**Congestion heat map**

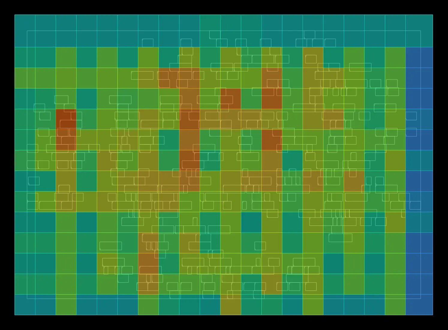
**Placed cells, one color a class**

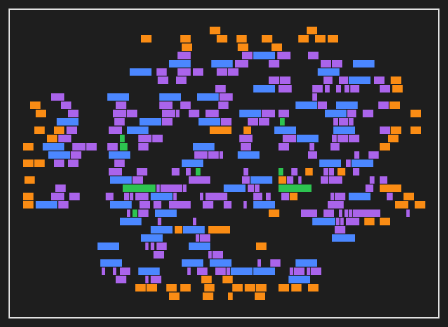
`src/rtl/multiword_adder_seq_pkg.sv`:
```
// Shared definitions for the sequential multi-word adder.
// Holds the FSM state encoding and the slice-index width helper.
package multiword_adder_seq_pkg;

    typedef enum logic [1:0] {
        IDLE = 2'd0,
        RUN  = 2'd1,
        DONE = 2'd2
    } state_t;

    function automatic int idx_width(input int words);
        return (words > 1) ? $clog2(words) : 1;
    endfunction

endpackage

```
`src/rtl/ripple_carry_adder.sv`:
```
// N-bit combinational ripple-carry adder.
// Carry is walked bit by bit with a procedural variable, with no lookahead.
module ripple_carry_adder #(
    parameter int N = 4
) (
    input  logic [N-1:0] a,
    input  logic [N-1:0] b,
    input  logic         cin,
    output logic [N-1:0] s,
    output logic         cout
);

    logic c;

    always_comb begin
        s = '0;
        c = cin;
        for (int i = 0; i < N; i++) begin
            s[i] = a[i] ^ b[i] ^ c;
            c    = (a[i] & b[i]) | (c & (a[i] ^ b[i]));
        end
        cout = c;
    end

endmodule

```
`src/rtl/multiword_adder_seq.sv`:
```
// Wide adder that streams one N-bit slice per clock through a single ripple_carry_adder.
// Operands and results move through valid/ready handshakes.
//
//   state | meaning
//   ------+--------------------------------------------------------
//   IDLE  | waiting for an operand pair; in_ready high
//   RUN   | adding slice idx; carry chained between clocks
//   DONE  | sum/cout valid, held until out_ready
module multiword_adder_seq
    import multiword_adder_seq_pkg::*;
#(
    parameter int N     = 4,
    parameter int WORDS = 4
) (
    input  logic                 clk,
    input  logic                 rst,
    input  logic                 in_valid,
    output logic                 in_ready,
    input  logic [N*WORDS-1:0]   a,
    input  logic [N*WORDS-1:0]   b,
    input  logic                 cin,
    output logic                 out_valid,
    input  logic                 out_ready,
    output logic [N*WORDS-1:0]   sum,
    output logic                 cout,
    output logic                 busy
);

    localparam int W  = N * WORDS;
    localparam int IW = idx_width(WORDS);
    localparam logic [IW-1:0] LAST = IW'(WORDS - 1);

    state_t          state, state_nxt;
    logic            rdy_q;
    logic [W-1:0]    a_sh, b_sh, sum_sh;
    logic            carry, cout_q;
    logic [IW-1:0]   idx;
    logic [N-1:0]    s_slice;
    logic            c_slice;
    logic [W+N-1:0]  sum_ext;
    logic            accept;

    ripple_carry_adder #(.N(N)) u_rca (
        .a    (a_sh[N-1:0]),
        .b    (b_sh[N-1:0]),
        .cin  (carry),
        .s    (s_slice),
        .cout (c_slice)
    );

    // New slice enters at the top so slice 0 ends up in the low bits after WORDS shifts.
    assign sum_ext = {s_slice, sum_sh};
    assign accept  = in_valid & in_ready;

    always_ff @(posedge clk) begin
        if (rst) state <= IDLE;
        else     state <= state_nxt;
    end

    always_comb begin
        state_nxt = state;
        in_ready  = 1'b0;
        out_valid = 1'b0;
        busy      = 1'b0;
        case (state)
            IDLE: begin
                in_ready = rdy_q;
                if (in_valid && rdy_q) state_nxt = RUN;
            end
            RUN: begin
                busy = 1'b1;
                if (idx == LAST) state_nxt = DONE;
            end
            DONE: begin
                busy      = 1'b1;
                out_valid = 1'b1;
                if (out_ready) state_nxt = IDLE;
            end
            default: state_nxt = IDLE;
        endcase
    end

    always_ff @(posedge clk) begin
        if (rst) begin
            rdy_q  <= 1'b0;
            a_sh   <= '0;
            b_sh   <= '0;
            sum_sh <= '0;
            carry  <= 1'b0;
            cout_q <= 1'b0;
            idx    <= '0;
        end else begin
            rdy_q <= 1'b1;
            case (state)
                IDLE: begin
                    if (accept) begin
                        a_sh  <= a;
                        b_sh  <= b;
                        carry <= cin;
                        idx   <= '0;
                    end
                end
                RUN: begin
                    carry  <= c_slice;
                    sum_sh <= sum_ext[W+N-1:N];
                    a_sh   <= a_sh >> N;
                    b_sh   <= b_sh >> N;
                    idx    <= idx + IW'(1);
                    if (idx == LAST) cout_q <= c_slice;
                end
                default: ;
            endcase
        end
    end

    assign sum  = sum_sh;
    assign cout = cout_q;

endmodule
```
`config.mk`:
```
export PLATFORM = sky130hd
export DESIGN_NAME = multiword_adder_seq
export DESIGN_NICKNAME = d
export VERILOG_FILES = /design/src/rtl/multiword_adder_seq_pkg.sv /design/src/rtl/ripple_carry_adder.sv /design/src/rtl/multiword_adder_seq.sv
export SDC_FILE = /design/constraint.sdc
export NUM_CORES = 1
export LEC_CHECK = 0
export CAP_MARGIN = 20
export CORE_ASPECT_RATIO = 0.7
export CORE_MARGIN = 4
export CORE_UTILIZATION = 23
export CTS_BUF_LIST = sky130_fd_sc_hd__clkbuf_2
export DETAILED_ROUTE_END_ITERATION = 12
export PLACE_DENSITY_LB_ADDON = 0.15
export SLEW_MARGIN = 20
export SYNTH_ARGS = -nofsm -noshare
export SYNTH_HDL_FRONTEND = slang
export SYNTH_SLANG_ARGS = --single-unit
```
`constraint.sdc`:
```
create_clock -name clk -period 2.5 [get_ports clk]
set_input_delay 0.625 -clock clk [delete_from_list [all_inputs] [get_ports clk]]
set_output_delay 0.625 -clock clk [all_outputs]
set_load 0.01 [all_outputs]
```
==> results.yml <==
# yosys + openroad results
status:
  status: "complete, no violations"
final_timing:
  hold_violations: 0
  fmax_mhz: 418
  setup_ws_ns: 0.106
  rsz0062_at_grt: "no"
  setup_viol: 0
  final.min_clock_period_ns: 2.39
  skew_ns: 0.0259
critical_path:
  worst-endpoint-required_ns: 1.88
  worstSetupPathType: "flop to output pin"
  cp.arrival_ns: 1.77
  timing.rr.end: "sum[15]$_SDFFE_PP0P_"
  r2r_cells: 8
  rrSetupSlack_ns: 0.26
  r2r-start: "a_sh[0]$_SDFFE_PP0P_"
  worst_setup_path_end_kind: "output pin"
synth:
  async_flop_share_pct: 0
  yosys_warnings: 0
  synth_cell_types: 37
  syn_area_um2: 2820
  synth_seq_share_pct: 39.1
  ys_cells: 252
  synthCells: 252
  flop_cell: "dfxtp_1"
power:
  p_sw_mw: 1.19
  switching_share_pct: 37.2
  seqPwrFrac_pct: 36.9
  p_per_area_nw_per_um2: 893
  vdd_drop_max_mv: 0.297
  p_total_mw: 3.20
  clock_power_share_pct: 17.9
die:
  rows: 33
  die_h_um: 101
  num_io_pins: 57
  die_w_um: 140
  core-area_um2: 11900
clock_network:
  clock_latency_ns: 0.48
  clk_path_buf_depth: 2
  cts.clk_slew.worst_paths_ns: 0.29
  cts_setup_buffers: 0
  cts-htree-levels: 2
  clkSinkCount: 55
  cts_tree: "done"
drt:
  ant_nets: 0
  dr_total_vias: 1963
  first_pass_iters: 4
global_route:
  grt_max_degree: 34
  grt_first_pass_wirelength_um: 11300
  overflow: 0
  antenna_found_initial: 0
  first_global_vias: 2004
layout:
  fin_area_um2: 3590
  syn2layout_area_growth_pct: 27.4
  final_cell_mix: "54 x clkdlybuf4s50_1, 53 x dfxtp_1, 39 x mux2i_1"
  post_route_cells_drive_above_1_share_pct: 28.5
  lay_top_count: "clkdlybuf4s50_1"
place:
  placed_cell_area_um2: 3480
  hpwl_um: 4980
  pre_cts_ws_ns: 0.327
  port_buffers: 56
  place.gp.congestion: 0.672
hold_path:
  min_path_cells: 2
  hold_class: "flop to flop"
  whs_endpoint: "state[1]$_SDFFE_PP0P_"
flow_run:
  cap_violations: 0
  warnings: 28
## Picture notes: 'congestion heat map'
GRT met2 Usage: 14.4%
busiest layer in global routing: met1
Total Routing Usage GR: 10.1%

## Picture notes: 'placed cells, one color a class'
legend:
  orange:
    class: other buffers and delay cells
    cells: 65
    share_of_their_area: 20%
  green:
    class: clock drivers and dummy loads
    cells: 8
    share_of_their_area: 2.7%
  blue:
    class: flops
    cells: 55
    share_of_their_area: 33%
  purple:
    class: all other logic
    cells: 174
    share_of_their_area: 45%

-- synth_stat cells, types with 3 or more instances --
library cell | number | area (µm²)
a21oi_2 | 8 | 70.1
ha_1 | 4 | 50.1
inv_1 | 12 | 45.0
a211oi_2 | 22 | 275
nand3_1 | 11 | 55.1
buf_12 | 3 | 60.1
a21oi_1 | 4 | 20.0
buf_2 | 4 | 20.0
dfxtp_1 | 55 | 1100
a211oi_1 | 5 | 37.5
nor3_1 | 3 | 15.0
buf_4 | 5 | 37.5
nor3_2 | 22 | 220
nor2_1 | 16 | 60.1
clkbuf_1 | 5 | 18.8
fa_1 | 4 | 80.1
nand3_2 | 8 | 80.1
mux2i_1 | 39 | 390
-- worst max-delay path by stage --
stage | from | to | slack [ns] | cells after the start
after floorplan | a_sh[0]$_SDFFE_PP0P_ | sum[15]$_SDFFE_PP0P_ | 0.43 | 8
after global placement | a_sh[0]$_SDFFE_PP0P_ | sum[15]$_SDFFE_PP0P_ | 0.38 | 8
after detailed placement | a_sh[0]$_SDFFE_PP0P_ | sum[15]$_SDFFE_PP0P_ | 0.33 | 8
after CTS | state[0]$_SDFFE_PP0P_ | in_ready | 0.0003 | 4
after global routing | state[0]$_SDFFE_PP0P_ | out_valid | 0.009 | 3
final | state[0]$_SDFFE_PP0P_ | out_valid | 0.11 | 3
-- per-stage QoR --
step / utilization (%) / hold WS, ns / std cells
floorplan: - / 0.447 / 252
CTS: 30.2 / 0.488 / 459
finish: 30.3 / 0.484 / 459
detailed placement: 29.3 / 0.463 / 451
global route: 30.3 / 0.506 / 459
global placement: 29.3 / 0.458 / 451
-- per-layer routing --
layer  up-vias  global-route usage [%]  routed length [µm]
li1        992                       -                   -
met1       933                    15.1                3780
met2        32                    14.4                2850
met3         6                    2.47                 289
met4         0                    2.68                  56
met5         -                       0                   0
-- timing repair --
action,CTS,global route
pin swaps,0,0
endpoints found under the setup margin,1,1
resized,4,1
-- critical path, cell delays in order, from the launching register on --
cell,delay (ns)
dfxtp_2,0.40
inv_1,0.11
ha_1,0.22
clkdlybuf4s50_1,0.57
-- state kept, by name, summed over array words and instances (netlist names) --
| register | flops |
|---|---|
| a_sh | 16 |
| b_sh | 16 |
| carry | 1 |
| cout | 1 |
| idx | 2 |
| rdy_q | 1 |
| state | 2 |
| sum | 16 |
-- cell type report --
| class | instances | area (µm²) |
|---|---|---|
| Fill cell | 1216 | 8260 |
| Multi-Input combinational cell | 161 | 1480 |
| Sequential cell | 55 | 1100 |
| Timing Repair Buffer | 65 | 663 |
| Tap cell | 157 | 196 |
| Clock inverter | 3 | 67.6 |
| Inverter | 13 | 48.8 |
| Clock buffer | 5 | 25.0 |
-- cells by family after synthesis --
family	share of synthesized area [%]
flops	39.1
buf+inv	8.84
mux	13.9
simple gates	17.4
compound gates	16.1
fa+ha+maj	4.62
-- power by group through the flow --
stage               registers, mW  logic, mW  clock network, mW
floorplan                    1.18       1.14                  0
global placement             1.20       1.46                  0
detailed placement           1.20       1.45                  0
CTS                          1.19       1.48              0.604
global route                 1.21       1.59              0.636
finish                       1.18       1.45              0.574
Power figures rest on the tool's default switching activity, not on a simulated workload.
